File: src/rtl/hack_defs.sv
// Shared definitions for the Hack execution controller:
// FSM state encoding, instruction field positions, ALU control width.
package hack_defs;

  typedef enum logic [2:0] {
    FETCH  = 3'd0,
    DECODE = 3'd1,
    MREAD  = 3'd2,
    EXEC   = 3'd3,
    WRITE  = 3'd4
  } state_t;

  localparam int CBIT   = 15;
  localparam int ABIT   = 12;
  localparam int CTL_HI = 11;
  localparam int CTL_LO = 6;
  localparam int DEST_A = 5;
  localparam int DEST_D = 4;
  localparam int DEST_M = 3;
  localparam int J_LT   = 2;
  localparam int J_EQ   = 1;
  localparam int J_GT   = 0;

  localparam int CTL_W  = 6;

endpackage

File: src/rtl/hack_jump_cond.sv
// Hack jump condition: take = jump bits j[2:0] matched against ALU zr/ng.
// Ports: j (jump field), zr, ng (ALU flags) -> take.
module hack_jump_cond (
  input  logic [2:0] j,
  input  logic       zr,
  input  logic       ng,
  output logic       take
);
  import hack_defs::*;

  assign take = (j[J_LT] & ng)
              | (j[J_EQ] & zr)
              | (j[J_GT] & ~ng & ~zr);

endmodule

File: src/rtl/hack_exec_ctrl.sv
// Multi-cycle fetch/decode/execute controller for the Hack CPU.
// Ports: clk/reset; ROM fetch (pc, instr_req/valid, instruction);
// data memory (mem_addr, mem_rd/valid/rdata, mem_we/wack/wdata);
// ALU drive (alu_x, alu_y, alu_ctl) and result (alu_out, zr, ng); retire.
module hack_exec_ctrl
  import hack_defs::*;
#(
  parameter int ADDR_W = 15,
  parameter logic [ADDR_W-1:0] PC_RESET = '0
) (
  input  logic              clk,
  input  logic              reset,
  output logic [ADDR_W-1:0] pc,
  output logic              instr_req,
  input  logic              instr_valid,
  input  logic [15:0]       instruction,
  output logic [ADDR_W-1:0] mem_addr,
  output logic              mem_rd,
  input  logic              mem_rd_valid,
  input  logic [15:0]       mem_rdata,
  output logic              mem_we,
  input  logic              mem_wack,
  output logic [15:0]       mem_wdata,
  output logic [15:0]       alu_x,
  output logic [15:0]       alu_y,
  output logic [CTL_W-1:0]  alu_ctl,
  input  logic [15:0]       alu_out,
  input  logic              alu_zr,
  input  logic              alu_ng,
  output logic              retire
);

  state_t            state;
  logic [15:0]       a;
  logic [15:0]       d;
  logic [15:0]       ir;
  logic [15:0]       m;
  logic [15:0]       res;
  logic [ADDR_W-1:0] waddr;
  logic [ADDR_W-1:0] a_addr;
  logic [ADDR_W-1:0] pc_inc;
  logic              take;

  assign a_addr = a[ADDR_W-1:0];
  assign pc_inc = pc + ADDR_W'(1);

  hack_jump_cond u_jmp (
    .j    (ir[J_LT:J_GT]),
    .zr   (alu_zr),
    .ng   (alu_ng),
    .take (take)
  );

  always_ff @(posedge clk or posedge reset) begin
    if (reset) begin
      state <= FETCH;
      pc    <= PC_RESET;
      a     <= '0;
      d     <= '0;
      ir    <= '0;
      m     <= '0;
      res   <= '0;
      waddr <= '0;
    end else begin
      unique case (state)
        FETCH: begin
          if (instr_valid) begin
            ir    <= instruction;
            state <= DECODE;
          end
        end
        DECODE: begin
          if (!ir[CBIT]) begin
            a     <= {1'b0, ir[14:0]};
            pc    <= pc_inc;
            state <= FETCH;
          end else begin
            state <= ir[ABIT] ? MREAD : EXEC;
          end
        end
        MREAD: begin
          if (mem_rd_valid) begin
            m     <= mem_rdata;
            state <= EXEC;
          end
        end
        EXEC: begin
          // old A feeds both the write address and the jump target
          res   <= alu_out;
          waddr <= a_addr;
          if (ir[DEST_A]) a <= alu_out;
          if (ir[DEST_D]) d <= alu_out;
          pc    <= take ? a_addr : pc_inc;
          state <= ir[DEST_M] ? WRITE : FETCH;
        end
        WRITE: begin
          if (mem_wack) state <= FETCH;
        end
        default: state <= FETCH;
      endcase
    end
  end

  // requests are gated by reset so an in-flight handshake drops at once
  assign instr_req = ~reset & (state == FETCH);
  assign mem_rd    = ~reset & (state == MREAD);
  assign mem_we    = ~reset & (state == WRITE);

  assign retire = ~reset & (
      ((state == DECODE) & ~ir[CBIT])
    | ((state == EXEC)   & ~ir[DEST_M])
    | ((state == WRITE)  & mem_wack));

  assign mem_addr  = (state == WRITE) ? waddr : a_addr;
  assign mem_wdata = res;
  assign alu_x     = d;
  assign alu_y     = ir[ABIT] ? m : a;
  assign alu_ctl   = ir[CTL_HI:CTL_LO];

endmodule

File: config.mk
export PLATFORM = sky130hd
export DESIGN_NAME = hack_exec_ctrl
export DESIGN_NICKNAME = d
export VERILOG_FILES = /design/src/rtl/hack_defs.sv /design/src/rtl/hack_jump_cond.sv /design/src/rtl/hack_exec_ctrl.sv
export SDC_FILE = /design/constraint.sdc
export NUM_CORES = 1
export LEC_CHECK = 0
export ABC_AREA = 0
export CAP_MARGIN = 20
export CELL_PAD_IN_SITES_DETAIL_PLACEMENT = 1
export CELL_PAD_IN_SITES_GLOBAL_PLACEMENT = 2
export CORE_MARGIN = 5
export CORE_UTILIZATION = 33
export DETAILED_ROUTE_END_ITERATION = 10
export GPL_TIMING_DRIVEN = 1
export PLACE_DENSITY = 0.84
export REMOVE_ABC_BUFFERS = 1
export SLEW_MARGIN = 20
export SYNTH_ARGS = -nofsm -noshare
export SYNTH_HDL_FRONTEND = slang
export SYNTH_SLANG_ARGS = --single-unit
File: constraint.sdc
create_clock -name clk -period 11.02 [get_ports clk]
set_input_delay 2.204 -clock clk [delete_from_list [all_inputs] [get_ports clk]]
set_output_delay 2.204 -clock clk [all_outputs]
set_load 0.01 [all_outputs]
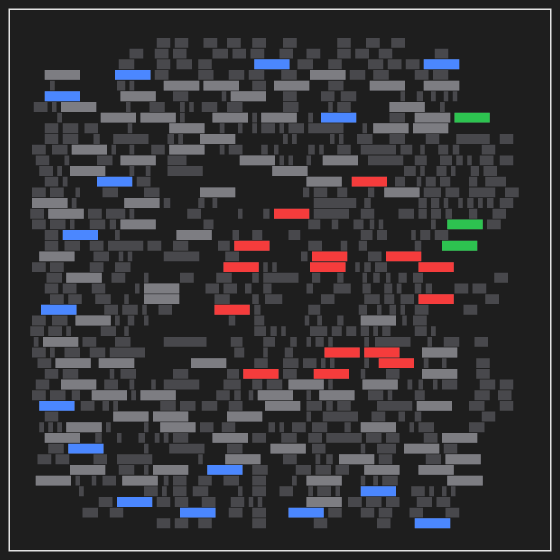
**Above:** run 1 (sequential cells coloured by netlist name).
legend:
  blue:
    name_in_the_netlist: alu_x
    placed_flops: 16
    where: spread over the die
  green:
    name_in_the_netlist: state
    placed_flops: 3
  red:
    name_in_the_netlist: pc
    placed_flops: 15

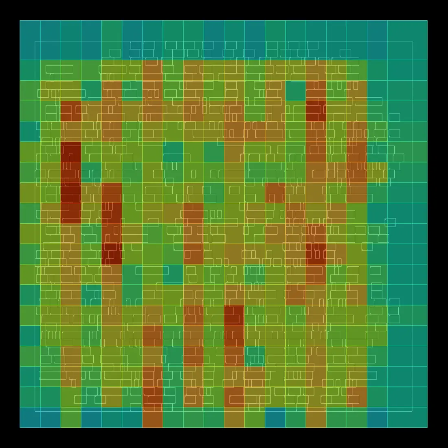
**Above:** run 1 (routing congestion map).
routing usage on met3: 0.0551
Total GRT Usage: 0.190
WL per Instance: 20.1 um

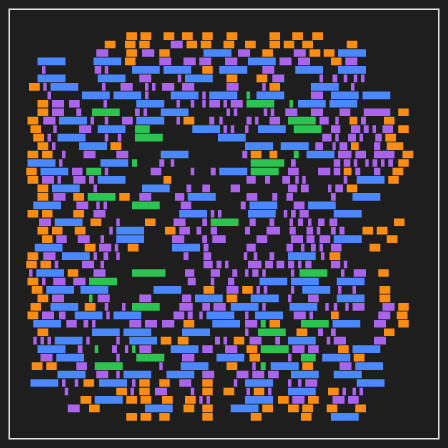
**Above:** run 1 (cell classes on the final placement).
legend:
  purple:
    class: combinational and other logic
    cells: 343
    share_of_their_area: 33%
  blue:
    class: sequential cells
    cells: 113
    share_of_their_area: 39%
  green:
    class: clock drivers and dummy loads
    cells: 31
    share_of_their_area: 7.8%
  orange:
    class: remaining buffers and delay cells
    cells: 149
    share_of_their_area: 20%

==> metrics.cfg, run 1 <==
[hold_path]
hold_end = waddr[6]
min_path_type = flip-flop to flip-flop

[clocking]
htreeDepth = 4
postCtsHoldBufs = 0
path_clk_slew_ns = 0.05
cts_buffers = 17
cts_resized = 0
cts_tree = yes
cts.path.max_buffers = 2
clk_latency_ns = 0.41

[worst_setup_path]
path_class = primary input to primary output
start_kind = primary input
reg2reg_depth = 5
cp.required_ns = 8.82
path_cells = clkdlybuf4s50_1 -> inv_4 -> and2_1 -> clkdlybuf4s50_1
rrSetupSlack_ns = 8.28

[cells_and_area]
comb_cells = 335
inverters = 8
ff_count = 113
bufAreaShareNonClock = 0.197

[synthesis]
netlist_instances = 490
edf_count = 0
logic_family = multiplexers
syn-cell-area_um2 = 5370
ys_cells = 490
synthDistinctLibCells = 54
yosys.area_share.aoi = 0.0720

[timing]
fin_crit_ns = 6.15
rsz0062_at_grt = no
fin_setup_tns_ns = 0

[global_routing]
met2_usage = 0.320
globalRoute.busiestLayer = met2
antenna_found_initial = 0

[die]
die_x_um = 138
initial_core_util = 0.337

[status]
status = finished clean

[power_and_ir_drop]
power.total_mw = 2.36

[route]
drc = 0
wl_met2_um = 8820
via_per_inst = 5.04

[flow_run]
drv_cap = 0

==> run 1: power breakdown <==
part | switching [mW] | total, mW | leakage, nW | internal (mW)
registers | 0.196 | 0.809 | 1.35 | 0.613
clock network | 0.181 | 0.529 | 0.281 | 0.347
logic | 0.459 | 1.02 | 1.65 | 0.563
==> run 1: Yosys cell counts, types with 2 or more instances <==
cell      number  area, um^2
buf_4         12        90.1
nor3_1         9        45.0
nand4_1        4        25.0
o221a_2        2        22.5
a211oi_1       2        15.0
a31oi_1        2        12.5
nand4_2        2        25.0
inv_1          8        30.0
a21o_1         2        15.0
or4_1          2        15.0
clkbuf_1      12        45.0
nor4_1         5        31.3
o31ai_1        2        15.0
mux2_2        79         890
a221o_1        2        20.0
nand2_1      118         443
buf_2          9        45.0
a311oi_1       2        17.5
and2_1         2        12.5
o211ai_1       3        22.5
mux2i_1       21         210
dfrtp_1      113        2830
a21oi_1        9        45.0
o21ai_0       21         105
nand2b_1       3        18.8
o221ai_1       2        17.5
nand3_1        5        25.0
nor2_1        11        41.3
==> run 1: through the flow <==
stage               cells  cell area (um^2)  hold WS [ns]   util
global route          852              7520         0.499  0.472
CTS                   851              7500         0.476  0.471
finish                852              7520         0.472  0.472
floorplan             456              5190         0.440      -
global placement      820              6940         0.453  0.435
detailed placement    820              6940         0.463  0.435
==> run 1: flip-flops by register name (all words and copies together), names as in the netlist <==
register,cells
state,3
waddr,15
m,16
ir,16
alu_x,16
pc,15
mem_wdata,16
a,16
==> run 1: worst reg2reg max path, cell delays in order, from the launching register on <==
cell and delay [ns]:
dfrtp_1 0.63, nand3b_1 0.19, buf_4 0.61, a21oi_2 0.33
or4b_2 0.74, o221a_2 0.14
**Run 1: cell sizes after repair**

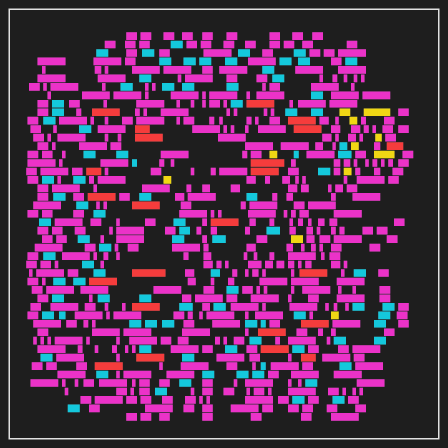

--- run 2 (diff from run 1) ---
--- a/config.mk
+++ b/config.mk
@@ -10,10 +10,10 @@
 export CELL_PAD_IN_SITES_DETAIL_PLACEMENT = 1
 export CELL_PAD_IN_SITES_GLOBAL_PLACEMENT = 2
 export CORE_MARGIN = 5
-export CORE_UTILIZATION = 33
+export CORE_UTILIZATION = 31
 export DETAILED_ROUTE_END_ITERATION = 10
 export GPL_TIMING_DRIVEN = 1
-export PLACE_DENSITY = 0.84
+export PLACE_DENSITY = 0.79
 export REMOVE_ABC_BUFFERS = 1
 export SLEW_MARGIN = 20
 export SYNTH_ARGS = -nofsm -noshare
==> constraint.sdc (replaced) <==
create_clock -name clk -period 6.3 [get_ports clk]
set_input_delay 1.26 -clock clk [delete_from_list [all_inputs] [get_ports clk]]
set_output_delay 1.26 -clock clk [all_outputs]
set_load 0.01 [all_outputs]
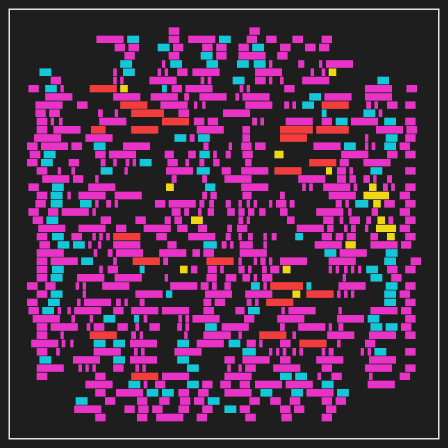
**Above:** run 2 (cell sizes after repair).
legend:
  cyan:
    size: _2 cells
    cells: 95
    share: 15%
  magenta:
    size: _0 and _1 cells
    cells: 506
    share: 79%
  red:
    size: _6 and larger
    cells: 22
    share: 3.4%
  yellow:
    size: _3 and _4 cells
    cells: 16
    share: 2.5%

==> run 2 against run 1 <==
- critical path depth did not move
- flip-flop count did not move
- synthesized cell count did not move
- sequential share of layout area fell by 0.32 points
- worst hold slack improved by 0.0011 ns
- clock-buffer cell count fell by 4
- wire length rose by 0.69%
- cell count rose by 1.4%
- die size rose by 6.0%
- first-iteration DRC count fell by 32%
- largest cell class unchanged
- highest routed layer unchanged
==> metrics.cfg, run 2 <==
[status]
status = finished clean

[place]
dp_cells = 831  ; +1.3%

[synthesis]
netlist.area_leader.share = 0.526  ; unchanged
synth.area.top_cells = dfrtp_1 (53%), mux2_2 (17%), nand2_1 (8.2%)
synthDistinctLibCells = 54  ; unchanged
synth.most_common_cell = nand2_1
top_cells_by_count = nand2_1 (118), dfrtp_1 (113), mux2_2 (79)

[global_routing]
grtUsageTotal = 0.179  ; -0.0102
antenna_found_initial = 0  ; unchanged

[route]
wl_met2_um = 8550  ; -3.1%
drt-wirelength-per-cell_um = 20.0  ; -0.71%
drc = 0  ; unchanged

[worst_setup_path]
start_kind = flip-flop
path_class = flip-flop to primary output
path_cells = nor3b_2 -> buf_4 -> mux2_2 -> clkdlybuf4s50_1

[clocking]
postCtsHoldBufs = 0  ; unchanged
cts_buffers = 17  ; unchanged
cts_tree = yes
cts_resized = 0  ; unchanged
clk_latency_ns = 0.41  ; about the same

[power_and_ir_drop]
p_comb_frac = 0.423  ; -0.010
p_switching_mw = 1.46  ; +75%
power_leader = combinational cells

[cells_and_area]
layoutNonFillerInstCount = 864  ; +1.4%

[timing]
rsz0062_at_grt = no

[flow_run]
drv_cap = 0  ; unchanged

[die]
initial_core_util = 0.313  ; -0.0242

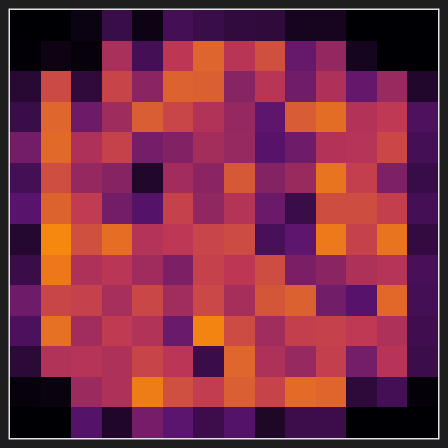
**Above:** run 2 (cell density map).
14 x 14 tiles, from black (low) to pale yellow (high), 0 to 100% covered.
nearly empty tiles: 8.2%
mean over tiles: 36%
fullest tile: 73%

-- run 2: cells by family after synthesis --
family,Yosys count,share of synthesized area
AOI/OAI and AO/OA,58,0.0720
xor gates and xnor gates,2,0.00326
and+or+nand+nor,174,0.151
muxes,100,0.205
buffers and inverters,42,0.0398
adders and majority gates,1,0.00233
DFF,113,0.526
-- run 2: area by class of cell --
type	instances	area, um^2
timing repair buffer	151	1490
clock buffer	21	450
fill	1897	9590
sequential	113	2830
multi-input combinational	335	2340
tap	225	282
inverter	8	32.5
clock inverter	11	161
-- run 2: routing by layer --
layer | track usage | vias up
li1 | - | 1993
met1 | 0.225 | 2158
met2 | 0.303 | 100
met3 | 0.0479 | 18
met4 | 0.0535 | 0
met5 | 0 | -
-- run 2: metrics by stage --
| stage | setup WS [ns] | power [mW] | area, um^2 | hold slack, ns |
|---|---|---|---|---|
| floorplan | 1.03 | 2.24 | 5190 | 0.440 |
| global placement | 2.37 | 3.16 | 6970 | 0.453 |
| detailed placement | 2.28 | 3.23 | 6970 | 0.462 |
| CTS | 1.83 | 4.26 | 7580 | 0.476 |
| global route | 1.72 | 4.47 | 7580 | 0.492 |
| finish | 1.87 | 4.19 | 7580 | 0.473 |
-- run 2: final timing paths --
path	to	slack [ns]	depth (start not counted)
max in group asynchronous	state[0]	3.41	4
worst min register to register	mem_wdata[0]	0.47	2
min in group asynchronous	mem_wdata[3]	1.53	3
worst min-delay path	mem_wdata[0]	0.47	2
worst max-delay path	mem_addr[1]	1.87	4
worst max register to register	pc[8]	3.58	5
-- run 2: worst register-to-register path: cells and delay by family (launching register included) --
kind	cells	cell delay [ns]
buf+inv	1	0.59
flops	1	0.62
compound gates	2	0.45
simple gates	2	0.95
**Run 2: routing congestion map**

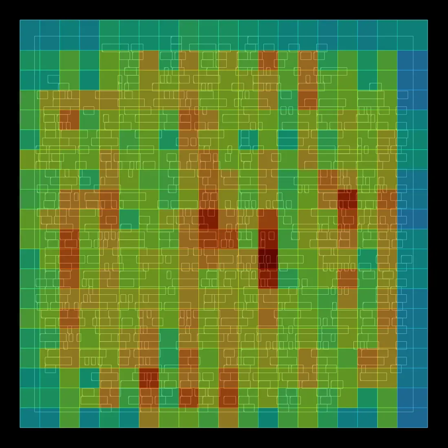

--- run 3 (diff from run 2) ---
==> constraint.sdc (replaced) <==
create_clock -name clk -period 4.4 [get_ports clk]
set_input_delay 0.88 -clock clk [delete_from_list [all_inputs] [get_ports clk]]
set_output_delay 0.88 -clock clk [all_outputs]
set_load 0.01 [all_outputs]
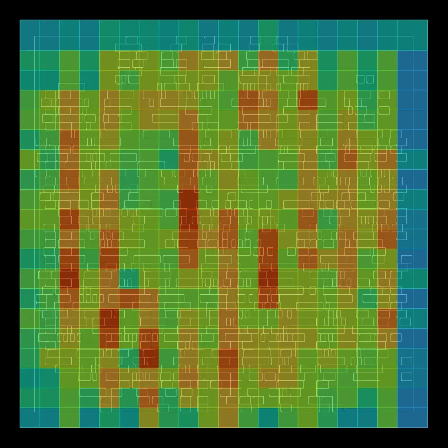
**Above:** run 3 (routing congestion map).
GR Util met2: 0.298
Total GRT Usage: 0.177
WL per Instance: 19.8 um

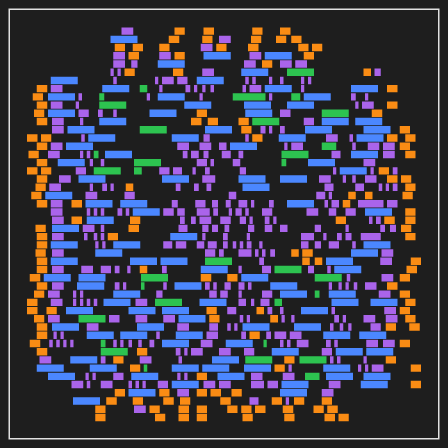
**Above:** run 3 (cell classes on the final placement).
legend:
  blue:
    class: sequential cells
    cells: 113
    share_of_their_area: 39%
  orange:
    class: remaining buffers and delay cells
    cells: 153
    share_of_their_area: 21%
  purple:
    class: combinational and other logic
    cells: 343
    share_of_their_area: 33%
  green:
    class: clock drivers and dummy loads
    cells: 32
    share_of_their_area: 7.6%

==> run 3 against run 2 <==
- non-clock buffer count rose by 2
- critical path depth did not move
- register-to-register slack got worse by 1.7 ns
- combinational power rose by 45%
- power rose by 40%
- flip-flop count did not move
- clock skew fell by 0.0032 ns
- critical endpoint is now mem_addr[9]
- largest cell class unchanged
- highest routed layer unchanged
==> metrics.cfg, run 3 <==
[synthesis]
logic_family = multiplexers
synthDistinctLibCells = 54  ; unchanged
synthXorXnorAreaFrac = 0.00326  ; unchanged
netlist.area_leader.share = 0.526  ; unchanged
synth.area.top_cells = dfrtp_1 (53%), mux2_2 (17%), nand2_1 (8.2%)
yosys.area_share.adder = 0.00233  ; unchanged
ys_cells = 490
ys.flops = 113
top_cells_by_count = nand2_1 (118), dfrtp_1 (113), mux2_2 (79)
simple_gate_share = 0.151  ; unchanged
yosys.area_share.aoi = 0.0720  ; unchanged
ys_sh_mux = 0.205  ; unchanged

[cells_and_area]
dominant_cells = registers
inverters = 8  ; unchanged
ff_count = 113  ; unchanged
comb_share = 0.311  ; +0.00190
signal_buffers = 153  ; +1.3%
comb_cells = 335  ; unchanged
comb_area_um2 = 2340  ; unchanged
layoutNonFillerInstCount = 866  ; +0.23%
seqCellArea_um2 = 2830  ; unchanged
n_fill_cell = 1906  ; +0.47%
clock_area_frac = 0.0730  ; -0.00764
final_cell_mix = clkdlybuf4s50_1 (142), nand2_1 (118), dfrtp_1 (113), mux2_2 (79)
bufAreaShareNonClock = 0.200  ; +0.00320

[global_routing]
antenna_found_initial = 0  ; unchanged

[power_and_ir_drop]
power.total_mw = 5.85  ; +40%

[worst_setup_path]
end_kind = primary output
start_kind = flip-flop
cp.arrival_ns = 2.52
path_class = flip-flop to primary output

[clocking]
cts_buffers = 17  ; unchanged
cts_tree = yes
clk_latency_ns = 0.41  ; about the same
cts.path.max_buffers = 2
cts_resized = 0  ; unchanged
postCtsHoldBufs = 0  ; unchanged

[timing]
hold_slack_ns = 0.471  ; -0.00167 ns
fin_ws_ns = 0.997  ; -0.873 ns
setup_viol = 0

[place]
dp_slack_ns = 1.23  ; -1.05 ns

[route]
dr_total_vias = 4256
drc = 0  ; unchanged

[flow_run]
drv_cap = 0  ; unchanged

[die]
taps = 225  ; unchanged
initial_core_util = 0.313  ; unchanged

[status]
status = finished clean

==> run 3: netlist changes by cell type in the layout (fill, tap and decap cells not counted) <==
| cell | before | now |
|---|---|---|
| clkbuf_8 | 1 | 2 |
| clkbuf_4 | 1 | 0 |
| buf_4 | 8 | 11 |
| clkinvlp_4 | 1 | 3 |
| bufinv_16 | 4 | 1 |
==> run 3: cell families after synthesis <==
group | after synthesis
adder cells (fa/ha/maj) | 1
multiplexers | 100
AND-OR/OR-AND | 58
AND/OR/NAND/NOR | 174
buffers and inverters | 42
flip-flops | 113
XOR/XNOR | 2
==> run 3: critical path, stage by stage, from the launching register on <==
cell and delay [ns]:
dfrtp_1 0.64, nor3b_2 0.25, buf_4 0.35, mux2_2 0.37
clkdlybuf4s50_1 0.50
==> run 3: final timing paths <==
check	cells after the start	to	slack, ns	start
worst max-delay path	4	mem_addr[9]	1.0	state[2]
max in group asynchronous	4	a[9]	1.88	reset
min in group asynchronous	3	ir[3]	1.16	reset
worst min register to register	2	waddr[12]	0.47	waddr[12]
worst min-delay path	2	waddr[12]	0.47	waddr[12]
worst max register to register	5	pc[8]	1.92	state[2]
==> run 3: metal layers <==
metal	vias up	GRT usage	routed length [um]
met3	9	0.0495	806
li1	1995	-	-
met1	2153	0.226	7660
met2	99	0.298	8540
met5	-	0	0
met4	0	0.0455	162
==> run 3: power breakdown <==
| part | internal [mW] | switching, mW |
|---|---|---|
| combinational | 1.42 | 1.14 |
| clock | 0.800 | 0.470 |
| sequential | 1.54 | 0.478 |
| total | 3.76 | 2.09 |
==> run 3: per-stage QoR <==
stage,cell area [um^2],utilization
finish,7540,0.439
floorplan,5190,-
global route,7540,0.439
global placement,6980,0.406
detailed placement,6990,0.407
CTS,7540,0.439
Power figures rest on the tool's default switching activity, not on a simulated workload.
